File: src/rtl/norm_arbiter_if.sv
// Handshake and result bus of the two-stream norm arbiter.
// slave is the arbiter side; master is the producer/consumer side.
interface norm_arbiter_if;
  logic [7:0] a0;
  logic       valid_in0;
  logic       ready0;
  logic [7:0] a1;
  logic       valid_in1;
  logic       ready1;
  logic [9:0] g;
  logic       src;
  logic       valid_out;
  logic       busy;

  modport slave (
    input  a0, valid_in0, a1, valid_in1,
    output ready0, ready1, g, src, valid_out, busy
  );

  modport master (
    output a0, valid_in0, a1, valid_in1,
    input  ready0, ready1, g, src, valid_out, busy
  );
endinterface

File: src/rtl/norm_arbiter.sv
// Round-robin frame scheduler sharing one sum-of-squares accumulator and
// integer square root between two sample streams.
module norm_arbiter #(
  parameter int FRAME_LEN = 4
) (
  input  logic           clk,
  input  logic           reset,
  norm_arbiter_if.slave  bus
);
  localparam int         NUM_REQ  = 2;
  localparam logic [3:0] LAST_CNT = 4'(FRAME_LEN - 1);

  typedef enum logic [1:0] {IDLE, ACC, ROOT} state_t;

  state_t      state, state_nxt;
  logic        owner, owner_nxt;
  logic        last, last_nxt;
  logic [3:0]  cnt, cnt_nxt;
  logic [19:0] acc, acc_nxt;
  logic [9:0]  g, g_nxt;
  logic        src, src_nxt;
  logic        vo, vo_nxt;
  logic        grant;

  logic [NUM_REQ-1:0][7:0] a;
  logic [NUM_REQ-1:0]      vin;
  logic [NUM_REQ-1:0]      rdy;
  logic [7:0]              a_own;
  logic [15:0]             sq;
  logic [9:0]              root;

  // Digit-by-digit square root: two radicand bits per result bit.
  function automatic logic [9:0] isqrt(input logic [19:0] x);
    logic [21:0] rem;
    logic [21:0] trial;
    logic [19:0] xs;
    logic [9:0]  r;
    rem = '0;
    r   = '0;
    xs  = x;
    for (int i = 0; i < 10; i++) begin
      rem   = {rem[19:0], xs[19:18]};
      xs    = {xs[17:0], 2'b00};
      trial = {10'd0, r, 2'b01};
      if (rem >= trial) begin
        rem = rem - trial;
        r   = {r[8:0], 1'b1};
      end else begin
        r   = {r[8:0], 1'b0};
      end
    end
    return r;
  endfunction

  assign a   = {bus.a1, bus.a0};
  assign vin = {bus.valid_in1, bus.valid_in0};

  // ready comes from registered state only, never from valid_in
  for (genvar i = 0; i < NUM_REQ; i++) begin : g_rdy
    assign rdy[i] = (state == ACC) && (owner == 1'(i));
  end

  assign a_own = a[owner];
  assign sq    = 16'(a_own) * 16'(a_own);
  assign root  = isqrt(acc);

  always_comb begin
    state_nxt = state;
    owner_nxt = owner;
    last_nxt  = last;
    cnt_nxt   = cnt;
    acc_nxt   = acc;
    g_nxt     = g;
    src_nxt   = src;
    vo_nxt    = 1'b0;
    grant     = 1'b0;
    case (state)
      IDLE: begin
        if (vin != '0) begin
          grant     = (&vin) ? ~last : vin[1];
          owner_nxt = grant;
          last_nxt  = grant;
          acc_nxt   = '0;
          cnt_nxt   = '0;
          state_nxt = ACC;
        end
      end
      ACC: begin
        if (vin[owner]) begin
          acc_nxt = acc + {4'd0, sq};
          cnt_nxt = cnt + 4'd1;
          if (cnt == LAST_CNT) state_nxt = ROOT;
        end
      end
      ROOT: begin
        g_nxt     = root;
        src_nxt   = owner;
        vo_nxt    = 1'b1;
        state_nxt = IDLE;
      end
      default: state_nxt = IDLE;
    endcase
  end

  // last resets to 1 so requester 0 wins the first tie
  always_ff @(posedge clk or negedge reset) begin
    if (!reset) begin
      state <= IDLE;
      owner <= 1'b0;
      last  <= 1'b1;
      cnt   <= '0;
      acc   <= '0;
      g     <= '0;
      src   <= 1'b0;
      vo    <= 1'b0;
    end else begin
      state <= state_nxt;
      owner <= owner_nxt;
      last  <= last_nxt;
      cnt   <= cnt_nxt;
      acc   <= acc_nxt;
      g     <= g_nxt;
      src   <= src_nxt;
      vo    <= vo_nxt;
    end
  end

  assign bus.ready0    = rdy[0];
  assign bus.ready1    = rdy[1];
  assign bus.g         = g;
  assign bus.src       = src;
  assign bus.valid_out = vo;
  assign bus.busy      = (state == ACC) || (state == ROOT);
endmodule

File: src/flat_wrapper.sv
// flat-port wrapper written by rule: the top's interface ports become plain ports
module norm_arbiter_flat 
#(
  parameter int FRAME_LEN = 4
)
  (clk, reset, bus_a0, bus_valid_in0, bus_a1, bus_valid_in1, bus_ready0, bus_ready1, bus_g, bus_src, bus_valid_out, bus_busy);
  norm_arbiter_if bus_i ();
  input  logic clk;
  input  logic reset;
  input wire logic [$bits(bus_i.a0)-1:0] bus_a0;
  input wire logic [$bits(bus_i.valid_in0)-1:0] bus_valid_in0;
  input wire logic [$bits(bus_i.a1)-1:0] bus_a1;
  input wire logic [$bits(bus_i.valid_in1)-1:0] bus_valid_in1;
  output wire logic [$bits(bus_i.ready0)-1:0] bus_ready0;
  output wire logic [$bits(bus_i.ready1)-1:0] bus_ready1;
  output wire logic [$bits(bus_i.g)-1:0] bus_g;
  output wire logic [$bits(bus_i.src)-1:0] bus_src;
  output wire logic [$bits(bus_i.valid_out)-1:0] bus_valid_out;
  output wire logic [$bits(bus_i.busy)-1:0] bus_busy;
  assign bus_i.a0 = bus_a0;
  assign bus_i.valid_in0 = bus_valid_in0;
  assign bus_i.a1 = bus_a1;
  assign bus_i.valid_in1 = bus_valid_in1;
  assign bus_ready0 = bus_i.ready0;
  assign bus_ready1 = bus_i.ready1;
  assign bus_g = bus_i.g;
  assign bus_src = bus_i.src;
  assign bus_valid_out = bus_i.valid_out;
  assign bus_busy = bus_i.busy;
  norm_arbiter #(.FRAME_LEN(FRAME_LEN)) u_core (.clk(clk), .reset(reset), .bus(bus_i));
endmodule
File: config.mk
export PLATFORM = sky130hd
export DESIGN_NAME = norm_arbiter_flat
export DESIGN_NICKNAME = d
export VERILOG_FILES = /design/src/rtl/norm_arbiter_if.sv /design/src/rtl/norm_arbiter.sv /design/src/flat_wrapper.sv
export SDC_FILE = /design/constraint.sdc
export NUM_CORES = 1
export LEC_CHECK = 0
export CORE_MARGIN = 4
export CORE_UTILIZATION = 30
export CTS_CLUSTER_DIAMETER = 60
export CTS_CLUSTER_SIZE = 20
export DETAILED_ROUTE_END_ITERATION = 16
export GPL_TIMING_DRIVEN = 0
export PLACE_DENSITY = 0.47
export SLEW_MARGIN = 20
export SYNTH_ARGS = -nofsm -noshare
export SYNTH_HDL_FRONTEND = slang
export SYNTH_SLANG_ARGS = --single-unit
File: constraint.sdc
create_clock -name clk -period 18.9 [get_ports clk]
set_input_delay 3.78 -clock clk [delete_from_list [all_inputs] [get_ports clk]]
set_output_delay 3.78 -clock clk [all_outputs]
set_load 0.03 [all_outputs]
run_1/class_map.png
Scale bar: 50 µm.
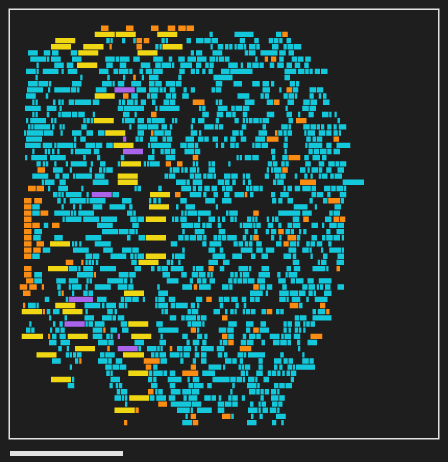
Purple is clock drivers and dummy loads, cells 8. Yellow is registers, cells 40. Orange is remaining buffers and delay cells, cells 105. Cyan is remaining logic cells, cells 1155.

run_1/congestion_map.png
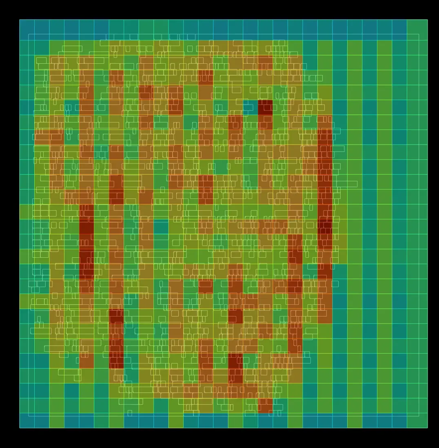
met2 Usage GRT: 26.65%
final core occ: 36.12%
gr busiest metal: met2

==> flow_summary.yaml, run 1 <==
# yosys + openroad results
detailed_routing:
  drtIter0Drc: 520
  drt-pass1-iter-count: 5
  vias: 9429
  met3_length_um: 783
  route.met2.wl_mm: 13.36
  drc: 0
  postRouteAntennaNets: 0
  wl_met1_mm: 14.81
  routed.top_layer: "met4"
floorplanning:
  taps: 435
  coreArea_mm2: 0.03196
synth:
  ys_ff: 40
  yosys-stat-area_mm2: 0.009822
  netlist_area_mm2: 0.009822
  ys_seq_share_pct: 10.20
  synthMuxAreaShare_pct: 3.019
  area_leaders: "ha_1 (13%), dfrtp_1 (9.9%), fa_1 (7.9%), xnor2_1 (6.2%), a21oi_1 (4.5%)"
  logic_family: "AND-OR/OR-AND gates"
  largest_area_cell: "ha_1"
  ys_cells: 1241
  yosysWarnings: 0
  synth.distinct_cells: 118
  ys.flop_type: "dfrtp_1"
  most_common_cell: "nor2_1"
  common_cells: "nor2_1 (106), ha_1 (105), inv_1 (96), a21oi_1 (88), nand2_1 (79)"
  top_area_share_pct: 13.38
  yosys.area_share.aoi_pct: 27.15
finish:
  clkCellAreaFrac_pct: 1.420
  register_area_mm2: 0.001003
  fillers: 3368
  seq_share_pct: 8.693
  top_regs: "u_core.acc: 20 flops, u_core.bus.g: 10 flops, u_core.cnt: 4 flops"
  layout_top_cell: "nor2_1"
  sh_comb_area_pct: 73.91
  drive_gt1_share_pct: 15.14
  buffer_area_share_pct: 7.771
  num-nonclk-buffers: 105
  num-multi-input-gates: 1055
  n_clock_buffer: 6
global_route:
  grt_max_degree: 28
  grt_pass1_wl_mm: 48.70
  met3_usage_pct: 0.6453
  grt_usage_pct: 16.26
clock_network:
  hold_buffers: 0
  clkSlewWorstSetupHoldPaths_ps: 60
  cts_tree: "done"
  clk_path_buf_depth: 2
  post_cts_resized: 53
placement:
  pre_cts_ws_ps: -4261
  io_buffers: 33
  placed_cells: 1711
final_timing:
  min_period_ps: 17940
  fmax_ghz: 0.05573
  skew_ps: 6.450
  min_period_over_period_pct: 94.94
  drv_slew: 0
  worst_slack_ps: 957.2
  worst_pin_slew_ps: 827.5
  relSlewSlack_pct: 43.25
  setup_violations: 0
worst_setup_path:
  crit_cells: 98
  r2r_end: "u_core.bus.g[0]$_DFFE_PN0P_"
  r2r-start: "u_core.acc[16]$_DFFE_PN0P_"
  cpMostUsedCell: "buf_8"
  reg2reg_slack_ps: 960
  crit_fanout: 15
  critPathLaunchType: "register"
  cp_num_buf_inv: 21
  worstPathArrival_ps: 18120
outcome:
  run_status: "finished, final reports clean"
hold_path:
  min-delay-start: "u_core.bus.g[8]$_DFFE_PN0P_"
  hold_depth: 1
  holdCritPathClass: "reg2reg"
run_1/ff_map.png
Scale bar: 50 µm.
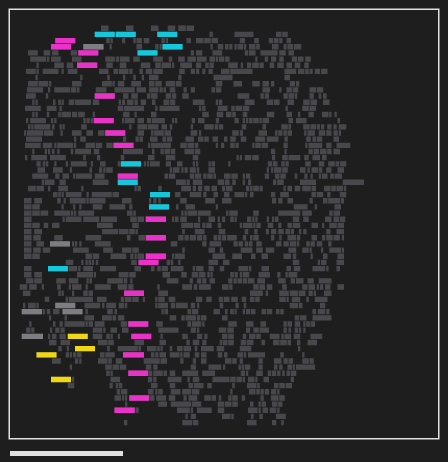
Magenta is `u_core.acc`, placed flops 20. Yellow is `u_core.cnt`, placed flops 4, where bottom left. Cyan is `u_core.bus.g`, placed flops 10.
Another 6 sequential cells are not coloured.

run_1/layers.png
Scale bar: 50 µm. Two of the layers only.
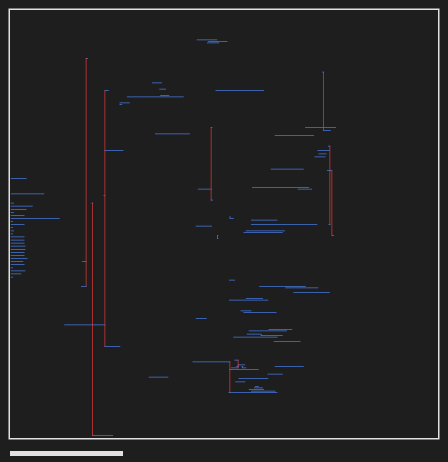
Blue is M3, wire length 783 µm. Red is M4, wire length 454 µm.

--- run 2 (diff from run 1) ---
--- a/config.mk
+++ b/config.mk
@@ -5,13 +5,14 @@
 export SDC_FILE = /design/constraint.sdc
 export NUM_CORES = 1
 export LEC_CHECK = 0
+export ABC_AREA = 1
+export ABC_CLOCK_PERIOD_IN_PS = 18900
 export CORE_MARGIN = 4
 export CORE_UTILIZATION = 30
 export CTS_CLUSTER_DIAMETER = 60
-export CTS_CLUSTER_SIZE = 20
 export DETAILED_ROUTE_END_ITERATION = 16
 export GPL_TIMING_DRIVEN = 0
-export PLACE_DENSITY = 0.47
+export PLACE_DENSITY = 0.46
 export SLEW_MARGIN = 20
 export SYNTH_ARGS = -nofsm -noshare
 export SYNTH_HDL_FRONTEND = slang
run_2/layers.png
Scale bar: 50 µm. Two of the layers only.
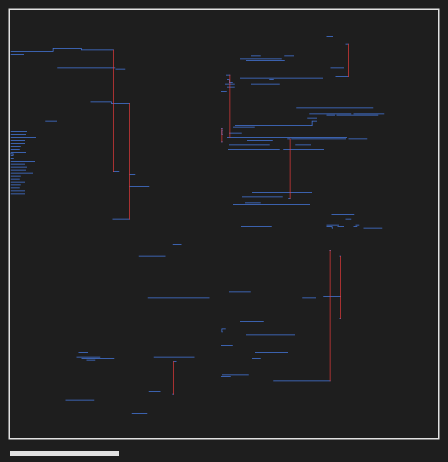
Via Count: 11171
GRT Total Usage: 17.05%

==> flow_summary.yaml, run 2 <==
# yosys + openroad results
synth:
  yosys-stat-area_mm2: 0.01062
  synth.distinct_cells: 52
  yosys.area_share.aoi_pct: 11.29
  area_leaders: "nand2_1 (19%), ha_1 (12%), inv_1 (9.7%), dfrtp_1 (9.2%), fa_1 (7.4%)"
  most_common_cell: "nand2_1"
  largest_area_cell: "nand2_1"
  common_cells: "nand2_1 (532), inv_1 (274), nor2_1 (199), nand3_1 (150), ha_1 (105)"
  ys_ff: 40
  ys.flop_type: "dfrtp_1"
  yosysWarnings: 0
clock_network:
  hold_buffers: 0
  clk_path_buf_depth: 2
  cts_tree: "done"
  clkSlewWorstSetupHoldPaths_ps: 70
  post_cts_resized: 1
placement:
  io_buffers: 34
  placed_cells: 2299
finish:
  num-nonclk-buffers: 68
  top_regs: "u_core.acc: 20 flops, u_core.bus.g: 10 flops, u_core.cnt: 4 flops"
  final_util_pct: 33.95
  num-multi-input-gates: 1451
  drive_gt1_share_pct: 7.543
  register_area_mm2: 0.001002
  fillers: 3987
  buffer_area_share_pct: 5.170
hold_path:
  hold_depth: 2
  holdCritPathClass: "reg2reg"
  min-delay-start: "u_core.bus.g[5]$_DFFE_PN0P_"
worst_setup_path:
  cp_num_buf_inv: 31
  crit_fanout: 14
  r2r-start: "u_core.acc[16]$_DFFE_PN0P_"
  reg2reg_slack_ps: 2060
detailed_routing:
  wl_met1_mm: 17.36
  met3_length_mm: 1.093
  drtIter0Drc: 676
  route.met2.wl_mm: 14.55
  postRouteAntennaNets: 0
final_timing:
  min_period_over_period_pct: 89.12
  skew_ps: 4.092
  setup_violations: 0
  drv_slew: 0
  worst_slack_ps: 2056
floorplanning:
  coreArea_mm2: 0.03471
  taps: 455
global_route:
  grt_max_degree: 29
outcome:
  run_status: "finished, final reports clean"
